===== src/rtl/bcd_serial_tx.sv =====
`default_nettype none
// ============================================================================
//  Module      : bcd_serial_tx
//  Description : Accepts a binary value (0..99) on a start/ready handshake,
//                converts it to two BCD digits by repeated subtraction of 10
//                and shifts the packed byte {tens, units} out MSB first, one
//                bit per clock, with an optional idle gap after each byte.
//  Revision    : 1.0 - initial release
// ============================================================================
module bcd_serial_tx #(
    parameter int GAP_BITS = 0
) (
    input  logic       clk,
    input  logic       rst,
    input  logic       start,
    input  logic [6:0] value,
    output logic       ready,
    output logic       s_out,
    output logic       s_valid,
    output logic       err
);

    localparam logic [1:0] S_IDLE  = 2'd0;
    localparam logic [1:0] S_CONV  = 2'd1;
    localparam logic [1:0] S_SHIFT = 2'd2;
    localparam logic [1:0] S_GAP   = 2'd3;

    localparam logic [6:0] c_TEN      = 7'd10;
    localparam logic [6:0] c_MAX_VAL  = 7'd99;
    localparam logic [2:0] c_LAST_BIT = 3'd7;
    localparam logic       c_HAS_GAP  = (GAP_BITS > 0);
    // Last gap-counter value before returning to IDLE; unused when no gap.
    localparam logic [3:0] c_GAP_LAST = (GAP_BITS > 0) ? 4'(GAP_BITS - 1) : 4'd0;

    logic [1:0] r_state;
    logic [6:0] r_rem;
    logic [3:0] r_tens;
    logic [7:0] r_shreg;
    logic [2:0] r_cnt;
    logic [3:0] r_gcnt;

    logic [1:0] w_state_nxt;
    logic [6:0] w_rem_nxt;
    logic [3:0] w_tens_nxt;
    logic [7:0] w_shreg_nxt;
    logic [2:0] w_cnt_nxt;
    logic [3:0] w_gcnt_nxt;
    logic       w_ready_nxt;
    logic       w_s_out_nxt;
    logic       w_s_valid_nxt;
    logic       w_err_nxt;

    // State, datapath and registered outputs; reset abandons any byte in flight.
    always_ff @(posedge clk or posedge rst) begin
        if (rst) begin
            r_state <= S_IDLE;
            r_rem   <= 7'd0;
            r_tens  <= 4'd0;
            r_shreg <= 8'd0;
            r_cnt   <= 3'd0;
            r_gcnt  <= 4'd0;
            ready   <= 1'b1;
            s_out   <= 1'b0;
            s_valid <= 1'b0;
            err     <= 1'b0;
        end else begin
            r_state <= w_state_nxt;
            r_rem   <= w_rem_nxt;
            r_tens  <= w_tens_nxt;
            r_shreg <= w_shreg_nxt;
            r_cnt   <= w_cnt_nxt;
            r_gcnt  <= w_gcnt_nxt;
            ready   <= w_ready_nxt;
            s_out   <= w_s_out_nxt;
            s_valid <= w_s_valid_nxt;
            err     <= w_err_nxt;
        end
    end

    // Next-state logic; output values are computed one cycle ahead so the
    // serial bit appears registered in the cycle that follows each edge.
    always_comb begin
        w_state_nxt   = r_state;
        w_rem_nxt     = r_rem;
        w_tens_nxt    = r_tens;
        w_shreg_nxt   = r_shreg;
        w_cnt_nxt     = r_cnt;
        w_gcnt_nxt    = r_gcnt;
        w_s_out_nxt   = 1'b0;
        w_s_valid_nxt = 1'b0;
        w_err_nxt     = 1'b0;

        case (r_state)
            S_IDLE: begin
                if (start && ready) begin
                    if (value > c_MAX_VAL) begin
                        // Out-of-range request: flag it and stay available.
                        w_err_nxt = 1'b1;
                    end else begin
                        w_rem_nxt   = value;
                        w_tens_nxt  = 4'd0;
                        w_state_nxt = S_CONV;
                    end
                end
            end

            S_CONV: begin
                if (r_rem >= c_TEN) begin
                    w_rem_nxt  = r_rem - c_TEN;
                    w_tens_nxt = r_tens + 4'd1;
                end else begin
                    // Conversion done: load the byte and present its MSB now.
                    w_shreg_nxt   = {r_tens, r_rem[3:0]};
                    w_cnt_nxt     = 3'd0;
                    w_s_out_nxt   = r_tens[3];
                    w_s_valid_nxt = 1'b1;
                    w_state_nxt   = S_SHIFT;
                end
            end

            S_SHIFT: begin
                w_shreg_nxt = {r_shreg[6:0], 1'b0};
                w_cnt_nxt   = r_cnt + 3'd1;
                if (r_cnt == c_LAST_BIT) begin
                    w_gcnt_nxt  = 4'd0;
                    w_state_nxt = c_HAS_GAP ? S_GAP : S_IDLE;
                end else begin
                    // Bit 6 of the pre-shift register becomes the next MSB.
                    w_s_out_nxt   = r_shreg[6];
                    w_s_valid_nxt = 1'b1;
                end
            end

            S_GAP: begin
                w_gcnt_nxt = r_gcnt + 4'd1;
                if (r_gcnt == c_GAP_LAST) begin
                    w_state_nxt = S_IDLE;
                end
            end

            default: begin
                w_state_nxt = S_IDLE;
            end
        endcase

        w_ready_nxt = (w_state_nxt == S_IDLE);
    end

endmodule
`default_nettype wire


===== config.mk =====
export PLATFORM = sky130hd
export DESIGN_NAME = bcd_serial_tx
export DESIGN_NICKNAME = d
export VERILOG_FILES = /design/src/rtl/bcd_serial_tx.sv
export SDC_FILE = /design/constraint.sdc
export NUM_CORES = 1
export LEC_CHECK = 0
export CAP_MARGIN = 20
export CORE_MARGIN = 1
export CORE_UTILIZATION = 61
export DETAILED_ROUTE_END_ITERATION = 6
export PLACE_DENSITY = 0.83
export SLEW_MARGIN = 20
export SYNTH_ARGS = -nofsm -noshare
export SYNTH_HDL_FRONTEND = slang
export SYNTH_SLANG_ARGS = --single-unit

===== constraint.sdc =====
create_clock -name clk -period 4.4 [get_ports clk]
set_input_delay 0.66 -clock clk [delete_from_list [all_inputs] [get_ports clk]]
set_output_delay 0.66 -clock clk [all_outputs]
set_load 0.05 [all_outputs]

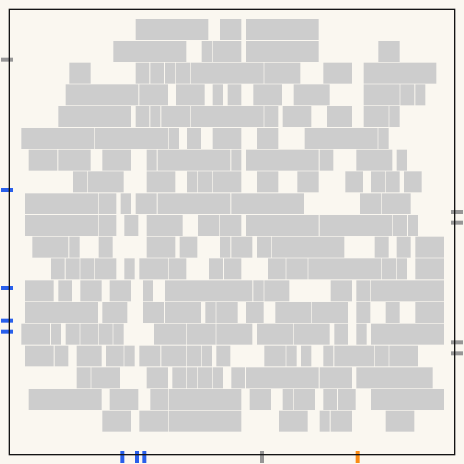
run_1/io_placement.png
Scale: 8 px per um. Pins as bars across the die edge, other pins in grey.
legend:
  orange:
    port: err
    pins: 1
    direction: output
    edge: bottom
  blue:
    port: value
    pins: 7
    direction: input
    edge: 4 left, 3 bottom
all pins by edge: 5 left, 5 bottom, 4 right

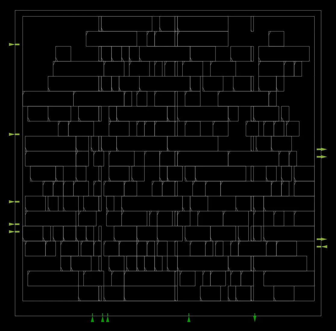
run_1/placement.png
sequential cell count: 31
flop share of the area: 0.392
Filler Cells Inserted: 206
share of the core filled with cells: 0.726

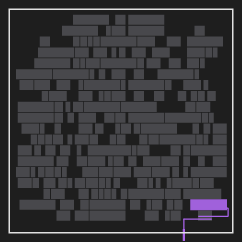
run_1/io_fan.png
Scale: 4 px per um.
legend:
  purple:
    port: err
    bits: 1
    direction: output
    end_cells: 1
    buffers: 1
    wire: 19.6 um

==> qor.yml, run 1 <==
gpl.final_weighted_congestion: 0.808
worst_ir_drop_vdd_mv: 0.503
yosys_most_used_dff: "dfrtp_1"
route.detailed.drc: 0
io_buffers: 13
synth-edff-count: 0
grt_overflow_total: 0
period_utilization_post_route: 0.600
adder_share: 0.0717
worst_clock_skew_ns: 0.0127
cts.repair_timing.setup_buffer_count: 0
setup_viol: 0
final.setup.worst_slack_ns: 1.76
clock_latency_on_the_worst_skew_pair_ns: 0.34
yosys_area_um2: 1750
grt_setup_unrepaired: "false"
placementRows: 19
synth_cells: 178
detailedPlace.worstSlack_ns: 1.78
tritoncts.num_buffers: 5
syn-mean-instance-area_um2: 9.81
finish.net_count: 213
place.detailed.hpwl_um: 2630
cp_slowest_cell: "or4b_1"
detail_route.wl_per_cell_um: 16.6
ys_warn_count: 0
ys_seq_share: 0.445
critical-path-max-stage-delay_ns: 0.55
status: "completed"
synth.cellmix.simpleShare: 0.171
drv_cap: 0
die-width_um: 55.5
hold_path_class: "register to register"
hold_buffers: 0
cts_htree_levels: 2
max-clock-path-buffers: 2
yosys-mux-area-fraction: 0.0581
reg_to_reg_setup_timing_slack_ns: 1.76
post_cts_resized: 0
grt_first_pass_wirelength_um: 6490
fp.dieArea_um2: 3080
crit_path_cell_trace: "inv_1 > ha_1 > or4b_1 > nor3_2 > nor2_1 > o221a_2"
powerDensity_nw_per_um2: 614
die_height_um: 55.5
signal_arrival_time_at_the_worst_endpoint_ns: 2.88
area_growth_syn_to_layout_pct: 13.7
antenna_diode_instance_count: 0
detailedRoute.firstIterationViolations: 110
numClockSinks: 31
capturing_element_type_of_the_critical_path: "register"
number_of_global_route_vias_before_repair: 1437
tool_warnings: 30
max_clock_freq_ghz: 0.379
ant_nets: 0
synthXorXnorAreaFrac: 0.00502
final_max_slew_viol_count: 0
grtUsageTotal: 0.270
routed-via-count: 1456
leakage_nw: 0.830
detail_route.wirelength_um: 3740
fp_util: 0.638
## run 1: power by group
group	internal (W)	total [W]	switching (W)
logic	0.000202	0.000498	0.000296
registers	0.000385	0.000484	0.0000989
clock network	0.000134	0.000237	0.000103
total	0.000722	0.00122	0.000497
## run 1: layout by cell type, fill, tap and decap left out, types with 3 or more instances in the layout
cell and count:
dfrtp_1 30, a21oi_1 14, nor2_1 13, clkdlybuf4s50_1 13
nand3_1 11, inv_1 11, ha_1 10, nand2_1 9
mux2i_1 9, o21ai_0 8, nor3_1 5, clkbuf_4 5
o21a_1 4, nor2b_1 4, o31ai_1 4, a32o_1 3
o211ai_1 3
## run 1: Yosys cell counts (all sizes together), types with 3 or more instances
cell type / instances / area [um2]
ha: 10 / 125
nor3: 6 / 35.0
nor2b: 4 / 25.0
o31ai: 6 / 55.1
nand3: 11 / 55.1
a21oi: 14 / 70.1
nand2: 9 / 33.8
o211ai: 3 / 22.5
dfrtp: 30 / 751
inv: 11 / 41.3
clkbuf: 5 / 18.8
a32o: 3 / 30.0
nor2: 13 / 48.8
o21a: 4 / 30.0
mux2i: 9 / 90.1
o21ai: 9 / 45.0
## run 1: worst max-delay path: cells and delay by family (launching register included)
family	cells	cell delay (ns)
AOI/OAI and AO/OA	1	0.31
and+or+nand+nor	3	1.20
DFF	1	0.44
buffers and inverters	1	0.11
adders and majority gates	1	0.49
## run 1: state kept, by name, summed over array words and instances (netlist names), 2 cells and up
register and flops:
r_cnt 3, r_shreg 7, r_gcnt 4, r_rem 7, r_state 2, r_tens 4
## run 1: routing by layer
layer | vias to the layer above | GRT usage | part of all wire
met5 | - | 0 | 0
met3 | 6 | 0.0585 | 0.037
li1 | 689 | - | -
met2 | 38 | 0.432 | 0.49
met4 | 0 | 0.129 | 0.013
met1 | 723 | 0.348 | 0.46
## run 1: per-stage QoR
step	std cells	util	cell area, um2
4_1_cts	225	0.726	1980
2_1_floorplan	178	-	1750
6_report	225	0.726	1980
3_3_place_gp	217	0.694	1900
3_5_place_dp	217	0.694	1900
5_1_grt	225	0.726	1980
## run 1: area by class of cell
type	count	area (um2)
clock buffer	6	51.3
tap	31	38.8
fill	206	749
inverter	11	41.3
timing repair buffer	14	138
sequential	31	777
clock inverter	2	35.0
multi-input combinational	130	903
## run 1: worst paths after layout
kind,start,to,depth (start not counted)
hold reg to reg,r_cnt[0]$_DFFE_PP0P_,r_cnt[0]$_DFFE_PP0P_,1
hold / removal,r_cnt[0]$_DFFE_PP0P_,r_cnt[0]$_DFFE_PP0P_,1
max in group asynchronous,rst,ready$_DFF_PP1_,3
setup / recovery,r_state[1]$_DFF_PP0_,r_rem[6]$_DFFE_PP0P_,6
min in group asynchronous,rst,s_out$_DFF_PP0_,3
setup reg to reg,r_state[1]$_DFF_PP0_,r_rem[6]$_DFFE_PP0P_,6
run_1/sizes.png
Scale: 8 px per um.
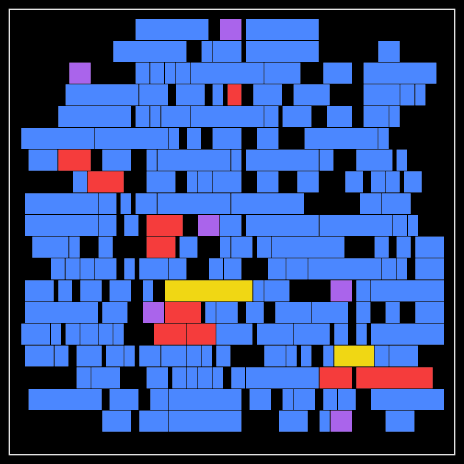

## Run 2: what changed since run 1
--- a/config.mk
+++ b/config.mk
@@ -7,9 +7,9 @@
 export LEC_CHECK = 0
 export CAP_MARGIN = 20
 export CORE_MARGIN = 1
-export CORE_UTILIZATION = 61
+export CORE_UTILIZATION = 52
 export DETAILED_ROUTE_END_ITERATION = 6
-export PLACE_DENSITY = 0.83
+export PLACE_DENSITY = 0.75
 export SLEW_MARGIN = 20
 export SYNTH_ARGS = -nofsm -noshare
 export SYNTH_HDL_FRONTEND = slang
==> constraint.sdc (replaced) <==
create_clock -name clk -period 2.15 [get_ports clk]
set_input_delay 0.3225 -clock clk [delete_from_list [all_inputs] [get_ports clk]]
set_output_delay 0.3225 -clock clk [all_outputs]
set_load 0.05 [all_outputs]
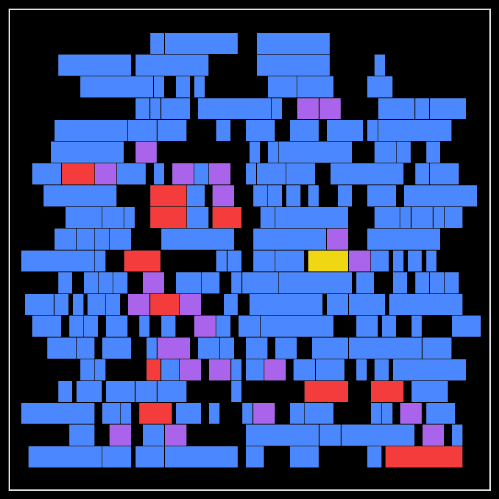
run_2/sizes.png
Scale: 8 px per um.
legend:
  yellow:
    size: _6 and larger
    cells: 1
    most_used: clkbuf_8
  purple:
    size: _3 and _4 cells
    cells: 22
    most_used: buf_4
  red:
    size: _2 cells
    cells: 11
  blue:
    size: _0 and _1 cells
    cells: 174
    most_used: dfrtp_1
setup slack after layout: 0.107 ns
total of plain and repair buffers excluding clock buffers: 29
summed area of non-filler cells in the final layout: 2090 um2
signed area change from the synthesized netlist to the final layout: 19.8%

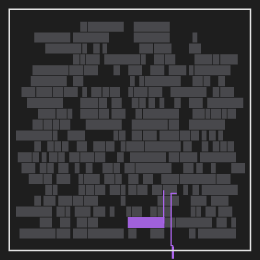
run_2/io_fan.png
Scale: 4 px per um.
legend:
  purple:
    port: err
    bits: 1
    direction: output
    end_cells: 1
    buffers: 1
    wire: 23.8 um
I/O Buffers: 13
count of boundary I/O pins: 14

==> qor.yml, run 2 <==
worst_ir_drop_vdd_mv: 0.696  # was 0.503 mV
top_area_cell: "dfrtp_1"  # unchanged
numClockSinks: 31  # unchanged
p_sw_frac: 0.416  # was 0.408
post_synth_most_frequent_cells: "dfrtp_1, a21oi_1, nor2_1, inv_1, nand3_1"  # unchanged
r2r_end: "r_tens[0]$_DFFE_PP0P_"  # was r_rem[6]$_DFFE_PP0P_
setup_viol: 0  # unchanged
syn-mean-instance-area_um2: 9.81  # unchanged
grt-busiest-layer: "met2"  # unchanged
fp_util: 0.558  # was 0.638
layout_top_cells_excl_fill_tap: "dfrtp_1, buf_4, a21oi_1"  # was dfrtp_1, a21oi_1, nor2_1, clkdlybuf4s50_1
gpl.final_weighted_congestion: 0.795  # was 0.808
tritoncts.num_buffers: 5  # unchanged
internal_power_w: 0.00145  # was 0.000722 W
fp.dieArea_um2: 3590  # was 3080 um2
ys_warn_count: 0  # unchanged
ys_seq_share: 0.445  # unchanged
grt_first_pass_wirelength_um: 6430  # was 6490 um
detail_route.wirelength_um: 3880  # was 3740 um
power.sequential.fraction: 0.396  # was 0.397
reg2regPathDepth: 6  # unchanged
layout_top_cell_excl_fill_tap: "dfrtp_1"  # unchanged
grtUsageTotal: 0.245  # was 0.270
grt_use_met2: 0.421  # was 0.432
yosys_area_um2: 1750  # unchanged
grt_setup_unrepaired: "true"  # was false
clock_latency_on_the_worst_skew_pair_ns: 0.33  # was 0.34 ns
placementRows: 20  # was 19
max_clock_freq_ghz: 0.490  # was 0.379 GHz
rr_startpoint: "r_rem[1]$_DFFE_PP0P_"  # was r_state[1]$_DFF_PP0_
hold_path_class: "primary input to async pin"  # was register to register
post_synth_instance_area_um2: 1750  # unchanged
period_utilization_post_route: 0.950  # was 0.600
fin_cells: 252  # was 225
die_height_um: 59.9  # was 55.5 um
synth_cells: 178  # unchanged
ys.flops: 31  # unchanged
synth_async_sr_flop_share: 1.00  # unchanged
cts.repair_timing.setup_buffer_count: 0  # unchanged
slew_headroom: 0.648  # was 0.464
p_switching_w: 0.00103  # was 0.000497 W
max-clock-path-buffers: 2  # unchanged
synthXorXnorAreaFrac: 0.00502  # unchanged
start_kind: "register"  # unchanged
final_core_util: 0.668  # was 0.726
capturing_element_type_of_the_critical_path: "register"  # unchanged
synth_top_area_share: 0.430  # unchanged
final_max_slew_viol_count: 0  # unchanged
yosys_most_used_dff: "dfrtp_1"  # unchanged
ant_nets: 0  # unchanged
signal_arrival_time_at_the_worst_endpoint_ns: 2.31  # was 2.88 ns
hold_buffers: 0  # unchanged
routed-via-count: 1486  # was 1456
synth-edff-count: 0  # unchanged
share_clk_of_total_power: 0.143  # was 0.194
detailedRoute.firstIterationViolations: 79  # was 110
top_cells_area: "dfrtp_1, ha_1, mux2i_1"  # unchanged
critPathCapture: "r_tens[0]$_DFFE_PP0P_"  # was r_rem[6]$_DFFE_PP0P_
die-width_um: 59.9  # was 55.5 um
synth.cellmix.simpleShare: 0.171  # unchanged
finish.net_count: 228  # was 213
yosys-mux-area-fraction: 0.0581  # unchanged
leakage_nw: 0.894  # was 0.830 nW
tool_warnings: 31  # was 30
drive_above_1_share: 0.163  # was 0.0928
grt_max_degree: 32  # unchanged
status: "completed"  # unchanged
detail_route.wl_per_cell_um: 15.4  # was 16.6 um
place.detailed.hpwl_um: 2910  # was 2630 um
grt.met1_usage: 0.288  # was 0.348
route.detailed.drc: 0  # unchanged
cts_htree_levels: 2  # unchanged
worst_clock_skew_ns: 0.00979  # was 0.0127 ns
number_of_global_route_vias_before_repair: 1466  # was 1437
drv_cap: 0  # unchanged
numPlacedInstances: 245  # was 217
grtUsageMet3: 0.0606  # was 0.0585
grt_overflow_total: 0  # unchanged
powerDensity_nw_per_um2: 1190  # was 614 nW/um2
combinationalPowerShare: 0.461  # was 0.409
reg_to_reg_setup_timing_slack_ns: 0.11  # was 1.76 ns
adder_share: 0.0717  # unchanged
reg.largest.list: "r_rem (7), r_shreg (7)"  # unchanged
-- run 2: cell counts after synthesis --
No cell type changed its count.
-- run 2: cell families after synthesis --
logic type	after synthesis
and+or+nand+nor	56
AOI/OAI and AO/OA	53
muxes	10
adders and majority gates	10
xor gates and xnor gates	1
DFF	31
buffers and inverters	17
-- run 2: final cells by class --
| cell class | instances | area, um2 |
|---|---|---|
| Clock inverter | 1 | 5.00 |
| Clock buffer | 6 | 51.3 |
| Tap cell | 44 | 55.1 |
| Sequential cell | 31 | 777 |
| Timing Repair Buffer | 29 | 250 |
| Fill cell | 265 | 1040 |
| Multi-Input combinational cell | 130 | 911 |
| Inverter | 11 | 41.3 |
-- run 2: power by group through the flow --
stage | clock network, W | logic [W] | registers [W]
finish | 0.000355 | 0.00114 | 0.000982
global route | 0.000380 | 0.00126 | 0.00100
CTS | 0.000367 | 0.00114 | 0.000974
detailed placement | 0 | 0.00113 | 0.000983
global placement | 0 | 0.00109 | 0.000971
floorplan | 0 | 0.000740 | 0.000984
-- run 2: through the flow --
step | setup WS [ns] | hold slack [ns] | power, W | area (um2)
floorplan | 0.00264 | 0.425 | 0.00172 | 1750
global placement | 0.0515 | 0.468 | 0.00206 | 2030
detailed placement | -0.0160 | 0.472 | 0.00212 | 2030
CTS | 0.0679 | 0.368 | 0.00248 | 2090
global route | -0.0213 | 0.419 | 0.00264 | 2090
finish | 0.107 | 0.365 | 0.00248 | 2090
-- run 2: per-layer routing --
| layer | wire [um] | vias up | share of wire |
|---|---|---|---|
| met5 | 0 | - | 0 |
| met4 | 72 | 0 | 0.019 |
| met3 | 99 | 10 | 0.026 |
| met2 | 2030 | 33 | 0.52 |
| met1 | 1670 | 719 | 0.43 |
| li1 | - | 724 | - |
-- run 2: worst min path at each step --
stage,end,slack (ns),cells past startpoint
finish,err$_DFF_PP0_,0.37,3
global route,r_rem[6]$_DFFE_PP0P_,0.42,3
CTS,err$_DFF_PP0_,0.37,3
detailed placement,r_cnt[0]$_DFFE_PP0P_,0.47,1
global placement,r_cnt[0]$_DFFE_PP0P_,0.47,1
floorplan,err$_DFF_PP0_,0.43,1
-- run 2: what timing repair did --
action / CTS / global route
resized: 0 / 2
endpoints found under the hold margin: 0 / 0
endpoints found under the setup margin: 0 / 2
-- run 2: worst max-delay path: stages (launching register included) --
cell and delay (ns):
dfrtp_1 0.40, inv_1 0.09, ha_1 0.22, and2b_1 0.36, nor3_1 0.16, or4b_2 0.64, nand3_1 0.10
Power and IR drop assume default switching activity.
